## src/rtl/cnn_pkg.sv

```systemverilog
// -----------------------------------------------------------------------------
// cnn_pkg
// Shared types and helpers for the layer-0 write-back path.
//   fp16_t          : one FP16 pixel
//   WORD_BITS       : width of one feature-map BRAM word (16 pixels)
//   writer_state_e  : fmap_col_writer control states
//   pack_word()     : extracts word w of a packed column, zero-padding rows
//                     beyond the column height
// -----------------------------------------------------------------------------
package cnn_pkg;

   typedef logic [15:0] fp16_t;

   localparam int unsigned PIX_W        = 16;
   localparam int unsigned MAP_SIZE     = 24;
   localparam int unsigned PIX_PER_WORD = 16;
   localparam int unsigned WORD_BITS    = PIX_W * PIX_PER_WORD;
   localparam int unsigned COL_BITS     = PIX_W * MAP_SIZE;

   typedef enum logic [1:0] {
      IDLE,
      RUN,
      FLUSH,
      DONE
   } writer_state_e;

   // Lane j of word w carries row w*PIX_PER_WORD+j; rows past the bottom of
   // the column read as zero so the last word of a column is padded.
   function automatic logic [WORD_BITS-1:0] pack_word(
      input logic [COL_BITS-1:0] col,
      input int unsigned         w
   );
      logic [WORD_BITS-1:0] word;
      fp16_t                pix;
      int unsigned          row;
      word = '0;
      for (int unsigned j = 0; j < PIX_PER_WORD; j++) begin
         row = w * PIX_PER_WORD + j;
         if (row < MAP_SIZE) begin
            pix = col[row*PIX_W +: PIX_W];
            word[j*PIX_W +: PIX_W] = pix;
         end
      end
      return word;
   endfunction

endpackage

```

## src/rtl/col_fifo.sv

```systemverilog
// -----------------------------------------------------------------------------
// col_fifo
// Small synchronous FIFO holding whole columns. The head entry is visible
// combinationally on `head`; push while full and pop while empty are ignored.
// DEPTH must be a power of two (pointers wrap naturally), at least 2.
// Ports:
//   clk, rst_n : clock, synchronous active-low reset (flushes the FIFO)
//   push/wdata : write one entry
//   pop        : discard the head entry
//   head       : current head entry
//   full/empty : occupancy flags
//   count      : number of stored entries
// -----------------------------------------------------------------------------
module col_fifo #(
   parameter int unsigned WIDTH = 8,
   parameter int unsigned DEPTH = 2,
   localparam int unsigned PTR_W = (DEPTH > 1) ? $clog2(DEPTH) : 1,
   localparam int unsigned CNT_W = $clog2(DEPTH + 1)
) (
   input  logic             clk,
   input  logic             rst_n,
   input  logic             push,
   input  logic [WIDTH-1:0] wdata,
   input  logic             pop,
   output logic [WIDTH-1:0] head,
   output logic             full,
   output logic             empty,
   output logic [CNT_W-1:0] count
);

   logic [WIDTH-1:0] mem [DEPTH];
   logic [PTR_W-1:0] wr_ptr;
   logic [PTR_W-1:0] rd_ptr;
   logic             do_push;
   logic             do_pop;

   assign full    = (count == CNT_W'(DEPTH));
   assign empty   = (count == '0);
   assign do_push = push && !full;
   assign do_pop  = pop && !empty;
   assign head    = mem[rd_ptr];

   // NOTE: registers use non-blocking assignments so every flop samples the
   // pre-edge values of its neighbours, independent of block ordering.
   always_ff @(posedge clk) begin
      if (!rst_n) begin
         wr_ptr <= '0;
         rd_ptr <= '0;
         count  <= '0;
      end else begin
         if (do_push) wr_ptr <= wr_ptr + PTR_W'(1);
         if (do_pop)  rd_ptr <= rd_ptr + PTR_W'(1);
         unique case ({do_push, do_pop})
            2'b10:   count <= count + CNT_W'(1);
            2'b01:   count <= count - CNT_W'(1);
            default: count <= count;
         endcase
      end
   end

   // NOTE: storage is deliberately not reset; an entry is only read after it
   // has been written, so resetting the pointers and count is sufficient.
   always_ff @(posedge clk) begin
      if (do_push) mem[wr_ptr] <= wdata;
   end

endmodule

```

## src/rtl/fmap_col_writer.sv

```systemverilog
// -----------------------------------------------------------------------------
// fmap_col_writer
// Buffers output columns of the layer-0 convolution and writes each one to the
// feature-map BRAM as WORDS_PER_COL zero-padded 256-bit words at
// addr = BASE_ADDR + col*WORDS_PER_COL + w (column-major, next layer's layout).
// Ports:
//   clk, rst_n          : clock, synchronous active-low reset
//   start               : arm for a new feature map (IDLE only)
//   col_valid/col_ready : column handshake; col_num + col_data (row i = elem i)
//   wr_ready            : BRAM port grant; no word is issued while low
//   wr_en/wr_addr/wr_data : registered BRAM write port
//   done                : one-cycle pulse after the last word of the map
//   busy                : high from start until done
//   err_overflow        : sticky, a column arrived while the buffer was full
//   err_order           : sticky, a column index broke the 0,1,2,... sequence
// -----------------------------------------------------------------------------
module fmap_col_writer
   import cnn_pkg::*;
#(
   parameter int unsigned DATA_WIDTH    = 16,
   parameter int unsigned OUT_SIZE      = 24,
   parameter int unsigned WORD_PIX      = 16,
   parameter int unsigned WORDS_PER_COL = 2,
   parameter int unsigned ADDR_WIDTH    = 12,
   parameter int unsigned BASE_ADDR     = 0,
   parameter int unsigned FIFO_DEPTH    = 2,
   localparam int unsigned COL_NUM_W    = $clog2(OUT_SIZE) + 1
) (
   input  logic                           clk,
   input  logic                           rst_n,
   input  logic                           start,
   input  logic                           col_valid,
   input  logic [COL_NUM_W-1:0]           col_num,
   input  logic [DATA_WIDTH-1:0]          col_data [OUT_SIZE-1:0],
   output logic                           col_ready,
   input  logic                           wr_ready,
   output logic                           wr_en,
   output logic [ADDR_WIDTH-1:0]          wr_addr,
   output logic [DATA_WIDTH*WORD_PIX-1:0] wr_data,
   output logic                           done,
   output logic                           busy,
   output logic                           err_overflow,
   output logic                           err_order
);

   localparam int unsigned COL_W   = DATA_WIDTH * OUT_SIZE;
   localparam int unsigned ENTRY_W = COL_NUM_W + COL_W;
   localparam int unsigned WIDX_W  = (WORDS_PER_COL > 1) ? $clog2(WORDS_PER_COL) : 1;
   localparam int unsigned CNT_W   = $clog2(FIFO_DEPTH + 1);

   writer_state_e          state, next_state;
   logic [COL_NUM_W-1:0]   col_seen;   // columns seen this map, accepted or dropped
   logic [WIDX_W-1:0]      word_idx;
   logic [COL_W-1:0]       col_packed;
   logic [ENTRY_W-1:0]     head;
   logic [COL_NUM_W-1:0]   head_num;
   logic [COL_W-1:0]       head_col;
   logic [ADDR_WIDTH-1:0]  word_addr;
   logic [CNT_W-1:0]       fifo_count;
   logic                   fifo_full;
   logic                   fifo_empty;
   logic                   push;
   logic                   pop;
   logic                   issue;
   logic                   last_word;

   for (genvar i = 0; i < OUT_SIZE; i++) begin : g_pack
      assign col_packed[i*DATA_WIDTH +: DATA_WIDTH] = col_data[i];
   end

   // Ready comes from the registered occupancy only: a column is never
   // accepted into a full buffer on the strength of a same-cycle pop.
   assign col_ready = (state == RUN) && !fifo_full;
   assign push      = col_valid && col_ready;

   assign head_num  = head[ENTRY_W-1 -: COL_NUM_W];
   assign head_col  = head[COL_W-1:0];
   assign issue     = !fifo_empty && wr_ready;
   assign last_word = (word_idx == WIDX_W'(WORDS_PER_COL - 1));
   assign pop       = issue && last_word;
   assign word_addr = ADDR_WIDTH'(BASE_ADDR)
                    + ADDR_WIDTH'(head_num) * ADDR_WIDTH'(WORDS_PER_COL)
                    + ADDR_WIDTH'(word_idx);

   col_fifo #(
      .WIDTH (ENTRY_W),
      .DEPTH (FIFO_DEPTH)
   ) u_fifo (
      .clk   (clk),
      .rst_n (rst_n),
      .push  (push),
      .wdata ({col_num, col_packed}),
      .pop   (pop),
      .head  (head),
      .full  (fifo_full),
      .empty (fifo_empty),
      .count (fifo_count)
   );

   // NOTE: every signal written here gets a default first, so no path through
   // the case leaves one unassigned and no latch is inferred.
   always_comb begin
      next_state = state;
      done       = 1'b0;
      busy       = 1'b0;
      unique case (state)
         IDLE: begin
            if (start) next_state = RUN;
         end
         RUN: begin
            busy = 1'b1;
            // The OUT_SIZE-th column ends the input phase even if it is dropped.
            if (col_valid && col_seen == COL_NUM_W'(OUT_SIZE - 1)) next_state = FLUSH;
         end
         FLUSH: begin
            busy = 1'b1;
            if (fifo_count == '0) next_state = DONE;
         end
         DONE: begin
            done       = 1'b1;
            next_state = IDLE;
         end
         default: next_state = IDLE;
      endcase
   end

   always_ff @(posedge clk) begin
      if (!rst_n) begin
         state        <= IDLE;
         col_seen     <= '0;
         err_overflow <= 1'b0;
         err_order    <= 1'b0;
      end else begin
         state <= next_state;
         if (state == IDLE && start) begin
            col_seen     <= '0;
            err_overflow <= 1'b0;
            err_order    <= 1'b0;
         end else if (state == RUN && col_valid) begin
            col_seen <= col_seen + COL_NUM_W'(1);
            if (!col_ready)                err_overflow <= 1'b1;
            else if (col_num != col_seen)  err_order    <= 1'b1;
         end
      end
   end

   // Write port: a word is decided while wr_ready is high and presented on
   // wr_en/wr_addr/wr_data in the following cycle.
   always_ff @(posedge clk) begin
      if (!rst_n) begin
         wr_en    <= 1'b0;
         wr_addr  <= '0;
         wr_data  <= '0;
         word_idx <= '0;
      end else begin
         wr_en <= issue;
         if (issue) begin
            wr_addr  <= word_addr;
            wr_data  <= pack_word(head_col, 32'(word_idx));
            word_idx <= last_word ? '0 : word_idx + WIDX_W'(1);
         end
      end
   end

endmodule

```

## config.mk

```make
export PLATFORM = sky130hd
export DESIGN_NAME = fmap_col_writer
export DESIGN_NICKNAME = d
export VERILOG_FILES = /design/src/rtl/cnn_pkg.sv /design/src/rtl/col_fifo.sv /design/src/rtl/fmap_col_writer.sv
export SDC_FILE = /design/constraint.sdc
export NUM_CORES = 1
export LEC_CHECK = 0
export CAP_MARGIN = 10
export CELL_PAD_IN_SITES_DETAIL_PLACEMENT = 1
export CELL_PAD_IN_SITES_GLOBAL_PLACEMENT = 2
export CORE_MARGIN = 2
export CORE_UTILIZATION = 42
export CTS_BUF_LIST = sky130_fd_sc_hd__clkbuf_4
export DETAILED_ROUTE_END_ITERATION = 12
export GPL_ROUTABILITY_DRIVEN = 1
export PLACE_DENSITY = 0.95
export SLEW_MARGIN = 10
export SYNTH_ARGS = -nofsm -noshare
export SYNTH_HDL_FRONTEND = slang
export SYNTH_SLANG_ARGS = --single-unit
```

## constraint.sdc

```tcl
create_clock -name clk -period 49 [get_ports clk]
set_input_delay 4.9 -clock clk [delete_from_list [all_inputs] [get_ports clk]]
set_output_delay 4.9 -clock clk [all_outputs]
set_load 0.02 [all_outputs]
```

**Sequential cells coloured by netlist name**

The bar under the picture is 100 um long. Other sequential cells in the stronger grey, the rest of the logic in the fainter grey.
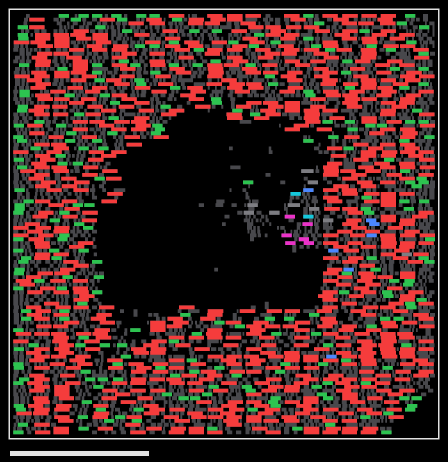
| colour | name in the netlist | placed flops |
|---|---|---|
| green | wr_data | 256 |
| cyan | u_fifo.count | 2 |
| red | u_fifo.mem | 780 |
| blue | wr_addr | 7 |
| magenta | col_seen | 6 |
not coloured: 9

**Placement density heat map**

The bar under the picture is 100 um long. 31 x 31 tiles, from dark purple (low) to yellow (high), 0 to 100% covered.
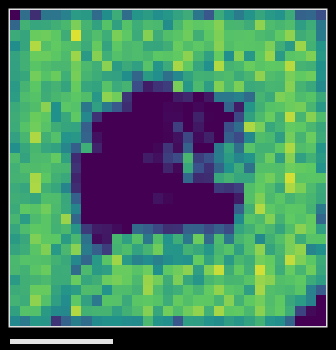
tiles over 75% full: 15%
mean over tiles: 51%
fullest tile: 95%
emptiest ninth of the die: middle

==> notes.md <==
impl run done, here's what came out: GRT Resource Usage Total=a little under a quarter, Clk Latency, worst-skew pair=about 1.1 ns, Logic pwr share=about an eighth, Sw Share=26.22%, measured slew at the worst slew-check pin=1.169 ns, RR Startpoint=state[1]$_SDFFE_PN0P_, die area=between 90000 and 100000 um2, Setup CP Type=primary input to flop, drt pass-1 iters=5, logic area=between 8000 and 9000 um2, fin nets=3572, Layout fillers=8722, I/O pins=approximately 670, Top logic family=multiplexers, Sum Neg Setup Slack=0 ns, NonClk Buf Share=between 10% and 20%, Pwr Density=~44 nW/um2, Floorplan Utilization=42.27%, worst reg2reg path depth=8, final worst-path cycle share=18.08%, Leakage Power=16.19 nW, Setup-failing EPs final=0, OpenROAD warnings=around 46, Well Taps=about 1.2k, Pint=around 0.0016 W, stages on the worst setup path=7, hold depth=2, fmax=around 110 MHz, Cell Area, Synth=38690 um2, HP Class=flop to flop, RSZ-0062 raised after global routing=no, vias per cell=roughly 5.1, clock root buffer master=clkbuf_4, H-tree depth=5, Post-Synth Adder-Cell Area=less than 1%, CP top delay family=buffers and inverters, Die Width=just over 300 um, #MultiIn Comb=1121, drt drc=0, Post-Syn Area per Cell=16.56 um2, Congestion Overflow GR=0, Seq cells=roughly 1.1k, Longest Clk Path Bufs=4, sequential cell area share=approximately 58%, routed vias=around 24k, largest net degree at the start of global routing=between 200 and 250, Hold Slack=0.4536 ns, Plain + repair buffers=just under 700, placed wire-length estimate=approximately 68000 um, Reg2Reg Setup Slack=43.92 ns, Yosys reg bits=between 1k and 1.5k, RR Endpoint=u_fifo.mem[0][13]$_DFFE_PP_, Final Hold Vio Count=0, Crit-path slowest cell=buf_4, vias in the first global route=between 20k and 30k, Top class by area=flip-flops and latches, CP required=49.66 ns, Net Switching=0.0005707 W, Area leader share=60.54%, crit path DAT=approximately 9.5 ns, Area Overhead vs Synth=29.35%, clock buffer count from CTS=between 200 and 300, core region area=91520 um2, ys cells=2336, xor/xnor share=0.3396%, Max-cap violations=0, TritonCTS Sinks=around 1.1k, Detail Route Antenna Nets=0, total number of yosys warnings=0, WL/cell=23.76 um, inverter count=6, register area share after synthesis=75.03%, Complex Gates by Area=between 4 and 5%, CTS tree=built, Detailed Route WL=109500 um, antenna violations before repair=roughly 57, CTS Hold Bufs=0, Startpoint Class=primary input, top cells by area=edfxtp_1 (61%), dfxtp_1 (14%), mux4_2 (7.5%), Worst Setup End Kind=flop, port buffer count=between 600 and 700, most numerous cell in the Yosys netlist=edfxtp_1, CP peak stage delay=a little over 0.9 ns, post-CTS sizing=0, ys async rst share=0%, clk_skew=about 0.12 ns, Die Ht=307.5 um, worst setup path endpoint=u_fifo.mem[0][13]$_DFFE_PP_, postcts setup bufs=0, dominant register cell=edfxtp_1, count of library flops with an enable pin=slightly below 800, Initial DRC Count=1437, Critical Path Fanout Max=about 76, clock network share of area=roughly 7.4%, Hold Startpoint=wr_data[17]$_SDFFE_PN0N_, register area=29040 um2, share of layout cells above drive strength 1=18.33%, global-route wire length before repair=162800 um, Simple Share, Synth=6.730%, crit path time final=just under 9 ns, # rows=around 110, critical path, cell by cell=clkdlybuf4s50_1, and2_1, nand2_1, nor2_4, buf_4, buf_4, buf_4, top cells by count=edfxtp_1 (780), dfxtp_1 (280), nand2_1 (272), diodes inserted=39, Cell Type Count=34, Reg clk slew, reported paths=around 0.060 ns, status=completed, peak supply drop=roughly 0.03 mV, CP Buf/Inv Count=4, clock buf count=around 440, CP most frequent cell=buf_4, Multiplexer share=between 10% and 20%, critical path launch point=col_valid, Pins Over Slew Limit=0, hold endpoint=wr_data[17]$_SDFFE_PN0N_, power share of the clock group=a little under two fifths, combinational share of cell area=between 10% and 20%, worst rel slew slack=between 20 and 25%, YS chip area=between 30000 and 40000 um2, GP Congestion=~0.79, area leader, netlist=edfxtp_1, Seq pwr share=about 50%, Post-Synthesis Cells=2336
==> metal layers <==
layer,share of wire (%),track usage [%],up-vias
met5,0.27,0,-
met4,3.7,11.95,40
met3,10,11.17,262
met2,51,38.04,933
met1,35,24.02,11720
li1,-,-,10630
==> placed cells by master, fill, tap and decap left out, types with 9 or more instances in the layout <==
master	count
edfxtp_1	780
clkdlybuf4s50_1	662
clkbuf_4	442
dfxtp_1	278
nand2_1	272
mux2i_1	137
a21oi_1	131
nor3_1	129
nor2b_1	128
mux4_2	128
a21boi_1	120
clkinv_1	48
diode_2	39
buf_4	19
a21boi_0	10
clkinv_2	10
xnor2_1	9
==> sequential cells by signal (all words and copies together) (netlist names), named ones only <==
signal	cells
u_fifo.count	2
col_seen	6
wr_en	1
wr_data	256
u_fifo.mem	780
u_fifo.wr_ptr	1
last_word	1
state	2
err_order	1
wr_addr	7
u_fifo.rd_ptr	1
err_overflow	1
==> metrics by stage <==
| step | cell area (um2) | std cells | total power [W] | util [%] | setup WS [ns] |
|---|---|---|---|---|---|
| final | 50050 | 4608 | 0.002177 | 54.68 | 40.14 |
| after global routing | 50020 | 4596 | 0.002279 | 54.65 | 39.86 |
| after CTS | 49950 | 4569 | 0.002207 | 54.57 | 40.22 |
| after detailed placement | 46250 | 4058 | 0.001393 | 50.53 | 38.95 |
| after global placement | 46250 | 4058 | 0.001372 | 50.53 | 39.20 |
| after floorplan | 38700 | 2340 | 0.001295 | - | 26.26 |
==> power by group through the flow <==
stage / logic (W) / clock network (W) / registers [W]
6_report: 0.000289 / 0.000803 / 0.00108
5_1_grt: 0.000311 / 0.000877 / 0.00109
4_1_cts: 0.000293 / 0.000829 / 0.00109
3_5_place_dp: 0.000289 / 0 / 0.00110
3_3_place_gp: 0.000277 / 0 / 0.00110
2_1_floorplan: 0.000136 / 0 / 0.00116
Power and IR drop assume default switching activity.
